[config.mk]
export PLATFORM = sky130hd
export DESIGN_NAME = row_addr_cam_multi
export DESIGN_NICKNAME = d
export VERILOG_FILES = /design/src/rtl/row_addr_cam_multi.sv
export SDC_FILE = /design/constraint.sdc
export NUM_CORES = 1
export LEC_CHECK = 0
export CORE_MARGIN = 4
export CORE_UTILIZATION = 56
export CTS_CLUSTER_DIAMETER = 100
export DETAILED_ROUTE_END_ITERATION = 6
export PLACE_DENSITY = 0.77
export SYNTH_ARGS = -nofsm -noshare
export SYNTH_HDL_FRONTEND = slang
export SYNTH_SLANG_ARGS = --single-unit
[constraint.sdc]
create_clock -name clk_i -period 3.6 [get_ports clk_i]
set_clock_uncertainty 0.2 [all_clocks]
set_input_delay 0.72 -clock clk_i [delete_from_list [all_inputs] [get_ports clk_i]]
set_output_delay 0.72 -clock clk_i [all_outputs]
set_load 0.03 [all_outputs]
[src/rtl/row_addr_cam_multi.sv]
// -----------------------------------------------------------------------------
// row_addr_cam_multi
//
// Row-address CAM with N_ENTRY entries and per-entry valid bits. A search
// walks the table LANES entries per cycle, lowest index first, and stops at
// the first chunk that holds a match. Writes, invalidates and clear-all are
// single-cycle operations that never leave IDLE. On a hit, resp_idx_o selects
// the per-row counter entry downstream.
//
// Ports:
//   clk_i, rst_i        clock, synchronous active-high reset
//   req_valid_i/ready_o request handshake (ready only while IDLE)
//   req_op_i            0=SEARCH 1=WRITE 2=INVALIDATE 3=CLEAR_ALL
//   row_addr_i          search key / write data
//   idx_i               target entry for WRITE / INVALIDATE
//   resp_valid_o        one-cycle response pulse
//   resp_hit_o          search hit
//   resp_idx_o          hit index, idx_i echo for WRITE/INVALIDATE, else 0
//
// Optional feature (macro ROW_CAM_FREE_IDX_EN):
//   resp_free_vld_o     a free (invalid) entry exists, reported on search miss
//   resp_free_idx_o     lowest free entry index
// -----------------------------------------------------------------------------
module row_addr_cam_multi #(
  parameter  int ADDR_W  = 16,
  parameter  int N_ENTRY = 16,
  parameter  int LANES   = 4,
  localparam int IDX_W   = $clog2(N_ENTRY)
) (
  input  logic              clk_i,
  input  logic              rst_i,
  input  logic              req_valid_i,
  output logic              req_ready_o,
  input  logic [1:0]        req_op_i,
  input  logic [ADDR_W-1:0] row_addr_i,
  input  logic [IDX_W-1:0]  idx_i,
  output logic              resp_valid_o,
  output logic              resp_hit_o,
  output logic [IDX_W-1:0]  resp_idx_o
`ifdef ROW_CAM_FREE_IDX_EN
  ,
  output logic              resp_free_vld_o,
  output logic [IDX_W-1:0]  resp_free_idx_o
`endif
);

  localparam int N_CHUNK = (N_ENTRY + LANES - 1) / LANES;
  localparam int CW      = $clog2(N_CHUNK) + 1;
  localparam int NPAD    = N_CHUNK * LANES;

  localparam logic [1:0] OP_SEARCH = 2'd0;
  localparam logic [1:0] OP_WRITE  = 2'd1;
  localparam logic [1:0] OP_INVAL  = 2'd2;
  localparam logic [1:0] OP_CLEAR  = 2'd3;

  typedef enum logic {ST_IDLE, ST_SEARCH} state_t;

  state_t              r_state;
  state_t              w_state_nxt;

  logic [N_ENTRY-1:0]  r_valid;
  logic [ADDR_W-1:0]   r_data [N_ENTRY];
  logic [ADDR_W-1:0]   r_key;
  logic [CW-1:0]       r_chunk;

  logic                w_accept;
  logic                w_idx_in_range;
  logic                w_last;
  logic [NPAD-1:0]     w_valid_pad;
  logic [ADDR_W-1:0]   w_data_pad [NPAD];
  logic                w_hit;
  logic [IDX_W-1:0]    w_hit_idx;

  logic                w_rv_nxt;
  logic                w_hit_nxt;
  logic [IDX_W-1:0]    w_idx_nxt;

  assign req_ready_o    = (r_state == ST_IDLE);
  assign w_accept       = req_valid_i && req_ready_o;
  assign w_idx_in_range = ({1'b0, idx_i} < (IDX_W+1)'(N_ENTRY));
  assign w_last         = (r_chunk == CW'(N_CHUNK - 1));

  // Pad the table up to a whole number of chunks; pad slots are never valid,
  // which masks the unused lanes of a partial final chunk.
  for (genvar g = 0; g < NPAD; g++) begin : g_pad
    if (g < N_ENTRY) begin : g_real
      assign w_valid_pad[g] = r_valid[g];
      assign w_data_pad[g]  = r_data[g];
    end else begin : g_mask
      assign w_valid_pad[g] = 1'b0;
      assign w_data_pad[g]  = '0;
    end
  end

  // Compare the current chunk. Lanes are scanned from high to low so the
  // lowest matching index is the last one written.
  always_comb begin
    w_hit     = 1'b0;
    w_hit_idx = '0;
    for (int c = 0; c < N_CHUNK; c++) begin
      for (int l = LANES - 1; l >= 0; l--) begin
        if ((r_chunk == CW'(c)) && w_valid_pad[c*LANES+l] &&
            (w_data_pad[c*LANES+l] == r_key)) begin
          w_hit     = 1'b1;
          w_hit_idx = IDX_W'(c*LANES + l);
        end
      end
    end
  end

  // FSM: state register
  always_ff @(posedge clk_i) begin
    if (rst_i) r_state <= ST_IDLE;
    else       r_state <= w_state_nxt;
  end

  // FSM: next state
  always_comb begin
    w_state_nxt = r_state;
    case (r_state)
      ST_IDLE:   if (w_accept && (req_op_i == OP_SEARCH)) w_state_nxt = ST_SEARCH;
      ST_SEARCH: if (w_hit || w_last)                      w_state_nxt = ST_IDLE;
      default:   w_state_nxt = ST_IDLE;
    endcase
  end

  // FSM: next values of the registered response
  always_comb begin
    w_rv_nxt  = 1'b0;
    w_hit_nxt = 1'b0;
    w_idx_nxt = '0;
    case (r_state)
      ST_IDLE: begin
        if (w_accept && (req_op_i != OP_SEARCH)) begin
          w_rv_nxt = 1'b1;
          if ((req_op_i == OP_WRITE) || (req_op_i == OP_INVAL)) w_idx_nxt = idx_i;
        end
      end
      ST_SEARCH: begin
        if (w_hit) begin
          w_rv_nxt  = 1'b1;
          w_hit_nxt = 1'b1;
          w_idx_nxt = w_hit_idx;
        end else if (w_last) begin
          w_rv_nxt = 1'b1;
        end
      end
      default: ;
    endcase
  end

  always_ff @(posedge clk_i) begin
    if (rst_i) begin
      resp_valid_o <= 1'b0;
      resp_hit_o   <= 1'b0;
      resp_idx_o   <= '0;
    end else begin
      resp_valid_o <= w_rv_nxt;
      resp_hit_o   <= w_hit_nxt;
      resp_idx_o   <= w_idx_nxt;
    end
  end

  // Chunk counter restarts on every accepted request and stops at the
  // last chunk, so it never wraps.
  always_ff @(posedge clk_i) begin
    if (rst_i) begin
      r_chunk <= '0;
    end else if (w_accept) begin
      r_chunk <= '0;
    end else if ((r_state == ST_SEARCH) && !w_hit && !w_last) begin
      r_chunk <= r_chunk + CW'(1);
    end
  end

  // Valid bits; an out-of-range index is acknowledged but changes nothing.
  always_ff @(posedge clk_i) begin
    if (rst_i) begin
      r_valid <= '0;
    end else if (w_accept) begin
      case (req_op_i)
        OP_WRITE: if (w_idx_in_range) r_valid[idx_i] <= 1'b1;
        OP_INVAL: if (w_idx_in_range) r_valid[idx_i] <= 1'b0;
        OP_CLEAR: r_valid <= '0;
        default:  ;
      endcase
    end
  end

  // Entry data and search key carry no reset; validity lives in r_valid.
  always_ff @(posedge clk_i) begin
    if (w_accept) r_key <= row_addr_i;
    if (w_accept && (req_op_i == OP_WRITE) && w_idx_in_range) r_data[idx_i] <= row_addr_i;
  end

`ifdef ROW_CAM_FREE_IDX_EN
  logic             w_free_any;
  logic [IDX_W-1:0] w_free_idx;
  logic             r_free_found;
  logic [IDX_W-1:0] r_free_idx;

  // Lowest invalid real entry in the current chunk; pad slots are excluded.
  always_comb begin
    w_free_any = 1'b0;
    w_free_idx = '0;
    for (int c = 0; c < N_CHUNK; c++) begin
      for (int l = LANES - 1; l >= 0; l--) begin
        if (((c*LANES + l) < N_ENTRY) && (r_chunk == CW'(c)) &&
            !w_valid_pad[c*LANES+l]) begin
          w_free_any = 1'b1;
          w_free_idx = IDX_W'(c*LANES + l);
        end
      end
    end
  end

  // Earlier chunks hold lower indices, so the first free slot seen is kept.
  always_ff @(posedge clk_i) begin
    if (rst_i) begin
      r_free_found <= 1'b0;
    end else if (w_accept) begin
      r_free_found <= 1'b0;
    end else if ((r_state == ST_SEARCH) && !r_free_found && w_free_any) begin
      r_free_found <= 1'b1;
    end
  end

  always_ff @(posedge clk_i) begin
    if ((r_state == ST_SEARCH) && !r_free_found && w_free_any) r_free_idx <= w_free_idx;
  end

  always_ff @(posedge clk_i) begin
    if (rst_i) begin
      resp_free_vld_o <= 1'b0;
      resp_free_idx_o <= '0;
    end else if ((r_state == ST_SEARCH) && !w_hit && w_last) begin
      resp_free_vld_o <= r_free_found || w_free_any;
      resp_free_idx_o <= r_free_found ? r_free_idx : (w_free_any ? w_free_idx : '0);
    end else begin
      resp_free_vld_o <= 1'b0;
      resp_free_idx_o <= '0;
    end
  end
`else
  // Free-slot reporting not built: no extra state or outputs.
`endif

endmodule

### Signal wires on met1, run 1

Scale bar: 50 µm.
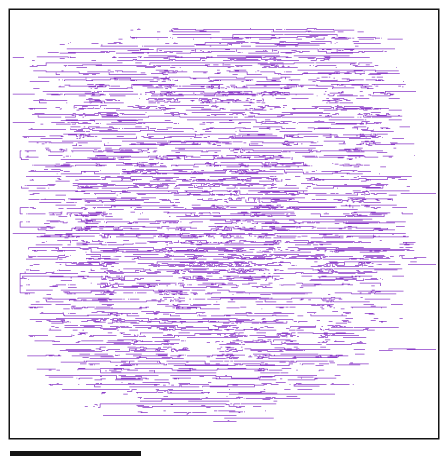
share of all routed wire: 40%
longest straight run: 61.6 µm
nets with wire on the layer: 1067
fraction of met1 tracks used by global routing: 41.54%
via count: 9006
Detailed Route WL: 37.77 mm

### The metal 2 layer, run 1

Scale bar: 50 µm. Cells faint in the background.
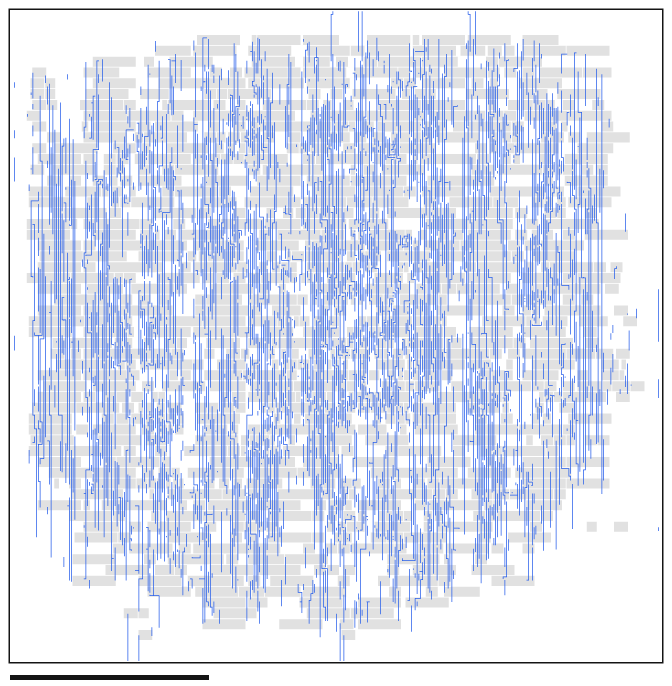
share of all routed wire: 46%
wire length on this layer: 17200 µm
longest straight run: 105 µm
GRT met2 Usage: 43.59%

### M3 wires, run 1

Scale bar: 50 µm. Cells faint in the background.
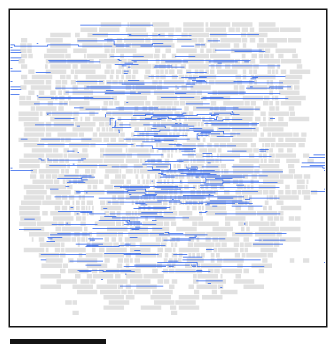
wire length on this layer: 4670 µm
nets with wire on the layer: 179
main direction: horizontal
longest straight run: 63.0 µm
global-route met3 utilization: 4.492%

==> summary.txt, run 1 <==
fresh numbers from the pnr run: status complete, no violations, commonest cells after routing, fill and taps aside 272 x edfxtp_1, 202 x xor2_1, 82 x nor4_1, number of instances in the synthesized netlist 1005, Top non-seq family XOR/XNOR gates, Die Span X approximately 160 µm, first-pass GRT wire length roughly 55 mm, maximum count of clock buffers along a single path 3, DRC marker count from the first detailed-route iteration 1367, share of post-route cells with drive strength above 1 12.86%, residual DRC count 0, cell breakdown of the critical path buf_4 > xor2_1 > nor4_1 > or4bb_1 > nor3_1 > buf_4 > nor4_1 > nand2b_1 > a21o_1 > a21oi_1, Yosys top cell by area edfxtp_1, timing-limited maximum frequency 0.3099 GHz, MUX share of area 0.07350%, sequential-to-total area share from yosys stat ~64%, share of final layout cell area taken by non-clock buffers between 5 and 6%, grt peak-use layer met2, weighted congestion at the end of routability-driven global placement approximately 0.96, number of enable flip-flop cells between 200 and 300, TritonCTS sink count 298, Unique cell types 53, total of cells resized after clock tree synthesis 0, Design Power roughly 0.008 W, Final Core Density between 60% and 70%, GRT Residual Overflow 0, layout filler cell count approximately 1.7k, flop share of the area between 50% and 60%, Arr. time, crit path between 3 and 4 ns, top sig layer met4, total iterations of the first detailed-routing run 7, CTS hold repair buffers 0, Hold Path Stages 2, Yosys warning count 0, Worst Tran Pin Value ~1.2 ns, count of placed standard cells including taps between 1k and 1.5k, count of maximum capacitance violations 0, post-synthesis xor/xnor area fraction between 10% and 20%, die extent in y 164.0 µm, largest vdd supply drop 0.4480 mV, via/cell ratio 6.294, overall track demand over capacity in global routing 27.99%, cell type taking the most area sequential cells, total number of multi-input combinational cells between 600 and 700, top-area cell type share of the netlist area around 60%, Leak 5.250 nW, Clock Latency Late Sink roughly 0.56 ns, Cell Area, Synth approximately 14000 µm², area of the multi-input gates between 4000 and 5000 µm², WP buf/inv 2, Hold WS between 0.3 and 0.4 ns, Boundary Pins 32, post-route cell area 15720 µm², path class of the lowest-slack min-delay path register to register, fraction of area in clock buffers and inverters 6.781%
==> run 1: worst paths after layout <==
check	startpoint	to	slack, ns
worst max-delay path	r_key[12]	resp_idx_o[2]	0.37
worst min-delay path	r_valid[15]	r_valid[15]	0.32
worst max register to register	r_key[12]	resp_idx_o[2]	0.37
worst min register to register	r_valid[15]	r_valid[15]	0.32
==> run 1: state kept, by name (all words and copies together), names as in the netlist <==
register,flops
resp_valid_o,1
r_state,1
resp_hit_o,1
r_chunk,3
r_data,256
r_key,16
resp_idx_o,4
r_valid,16
==> run 1: power by group <==
part	switching (W)	internal [W]	leakage, nW
clock network	0.00132	0.00203	0.527
registers	0.0000272	0.00381	2.67
logic	0.000412	0.000197	2.05
total	0.00175	0.00603	5.25
==> run 2: changes to the inputs <==
--- a/config.mk
+++ b/config.mk
@@ -5,10 +5,12 @@
 export SDC_FILE = /design/constraint.sdc
 export NUM_CORES = 1
 export LEC_CHECK = 0
+export CORE_ASPECT_RATIO = 1.1
 export CORE_MARGIN = 4
 export CORE_UTILIZATION = 56
 export CTS_CLUSTER_DIAMETER = 100
 export DETAILED_ROUTE_END_ITERATION = 6
+export GPL_ROUTABILITY_DRIVEN = 0
 export PLACE_DENSITY = 0.77
 export SYNTH_ARGS = -nofsm -noshare
 export SYNTH_HDL_FRONTEND = slang
==> run 2 against run 1 <==
- area after synthesis stayed put
- clock power is about 10% lower
- highest routed layer unchanged
- design area is 1.2% lower
- sequential cell count stayed put
- sequential power hardly changed
- clock-buffer cell count is 1 lower
- power is 4.7% lower
- synthesized cell count stayed put
- worst setup slack better by 0.0097 ns
- critical endpoint is now r_state
- final cell count is 1.5% lower
==> summary.txt, run 2 <==
fresh numbers from the pnr run: Leak 5.157 nW, Boundary Pins 32, total of cells resized after clock tree synthesis 0, combinational-cell power consumption roughly 0.00060 W, path class of the lowest-slack min-delay path register to register, Unique cell types 53, flop share of the area 55.97%, number of flip-flops in the largest register around 260, grt peak-use layer met2, register name with the most flops r_data, Design Power 0.007423 W, commonest cells after routing, fill and taps aside 272 x edfxtp_1, 202 x xor2_1, 82 x nor4_1, maximum count of clock buffers along a single path 3, share of post-route cells with drive strength above 1 approximately 12%, number of instances in the synthesized netlist 1005, share of final layout cell area taken by non-clock buffers about 5.2%, clock network power consumption around 0.0030 W, Reg2Reg Launch Point r_key[1], Clock Latency Late Sink about 0.54 ns, GRT met2 Usage between 40 and 50%, final antenna diode count 0, Cell Area, Synth ~14000 µm², count of maximum capacitance violations 0, overall track demand over capacity in global routing ~28%, worst relative slew slack around 16%, via count 8880, layout filler cell count between 1.5k and 2k, post-synthesis xor/xnor area fraction 16.46%, TritonCTS sink count 298, capturing instance or port of the critical path r_state, sequential-to-total area share from yosys stat a little under two thirds, Arr. time, crit path between 3 and 4 ns, timing-limited maximum frequency about 0.31 GHz, DRC marker count from the first detailed-route iteration approximately 1.1k, cell types occupying the most area after synthesis edfxtp_1 60%, xor2_1 13%, dfxtp_1 3.8%, residual DRC count 0, Critical path origin r_key[1], share of power burned in registers 51.6%, area of the multi-input gates about 4700 µm², worst hold endpoint r_chunk[1], Hold WS 0.3074 ns, number of enable flip-flop cells approximately 270, r2r setup slk about 0.38 ns, Detailed Route WL about 37 mm, pins over their slew limit 0, via/cell ratio roughly 6.3, switching power total about 0.0017 W, Worst Tran Pin Value 1.260 ns, Power Internal 0.005724 W, top-area cell type share of the netlist area approximately 60%, cell type taking the most area sequential cells, fraction of area in clock buffers and inverters under 10%, largest vdd supply drop 0.5338 mV, die extent in y about 170 µm, Hold Path Stages 2, total iterations of the first detailed-routing run 5, largest registers r_data (256), r_key (16), r_valid (16), GRT Residual Overflow 0, Final Core Density 65.31%, global-route met3 utilization under 10%, min-delay src r_chunk[1], cell breakdown of the critical path buf_4 > xnor2_1 > or4b_2 > nor4_1 > nor4b_1 > and4_1 > a22oi_1 > nor2_1, share of total power consumed by net switching a little under a quarter, Critical Setup Path Class register to register, top sig layer met4, CTS hold repair buffers 0, combinational power share between 8 and 9%, Largest Pwr Group registers, Top non-seq family XOR/XNOR gates, post-route cell area about 16000 µm², WP buf/inv 1, status complete, no violations, Clk pwr share around two fifths, count of placed standard cells including taps 1357, number of setup violations in the final report 0, fraction of met1 tracks used by global routing between 30% and 40%
==> run 2: cell count changes in the layout (fill, tap and decap cells not counted) <==
| cell | previous run | this run |
|---|---|---|
| buf_12 | 3 | 1 |
| buf_4 | 65 | 63 |
| bufinv_16 | 5 | 2 |
| clkbuf_1 | 5 | 6 |
| clkbuf_16 | 32 | 30 |
| clkinv_1 | 2 | 0 |
| clkinv_2 | 8 | 9 |
| clkinvlp_4 | 1 | 3 |
==> run 2: cells by family (layout without fill, tap and decap cells) <==
| logic type | after synthesis | count (layout) |
|---|---|---|
| multiplexers | 1 | 1 |
| flip-flops | 298 | 298 |
| buffers and inverters | 57 | 157 |
| XOR/XNOR | 256 | 256 |
| AND/OR/NAND/NOR | 329 | 329 |
| adder cells (fa/ha/maj) | 9 | 9 |
| AND-OR/OR-AND | 55 | 55 |
### The metal 2 layer, run 2

Scale bar: 50 µm. Cells faint in the background.
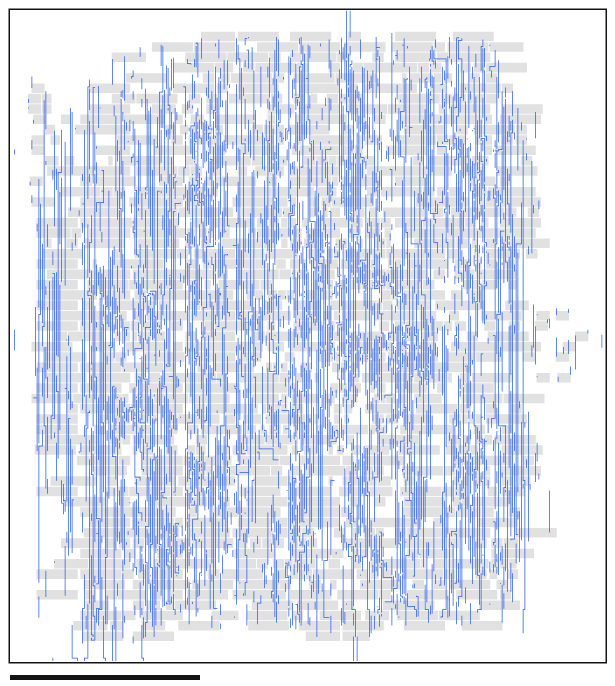
share of all routed wire: 47%
main direction: vertical
nets with wire on the layer: 952
wire length on this layer: 17500 µm
longest straight run: 89.4 µm

### M3 wires, run 2

Scale bar: 50 µm. Cells faint in the background.
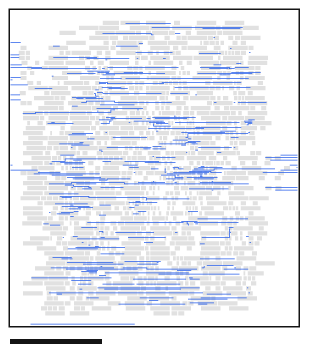
main direction: horizontal
wire length on this layer: 3640 µm
longest straight run: 83.3 µm

No activity file was given, so power comes from the tool's default toggle rates.
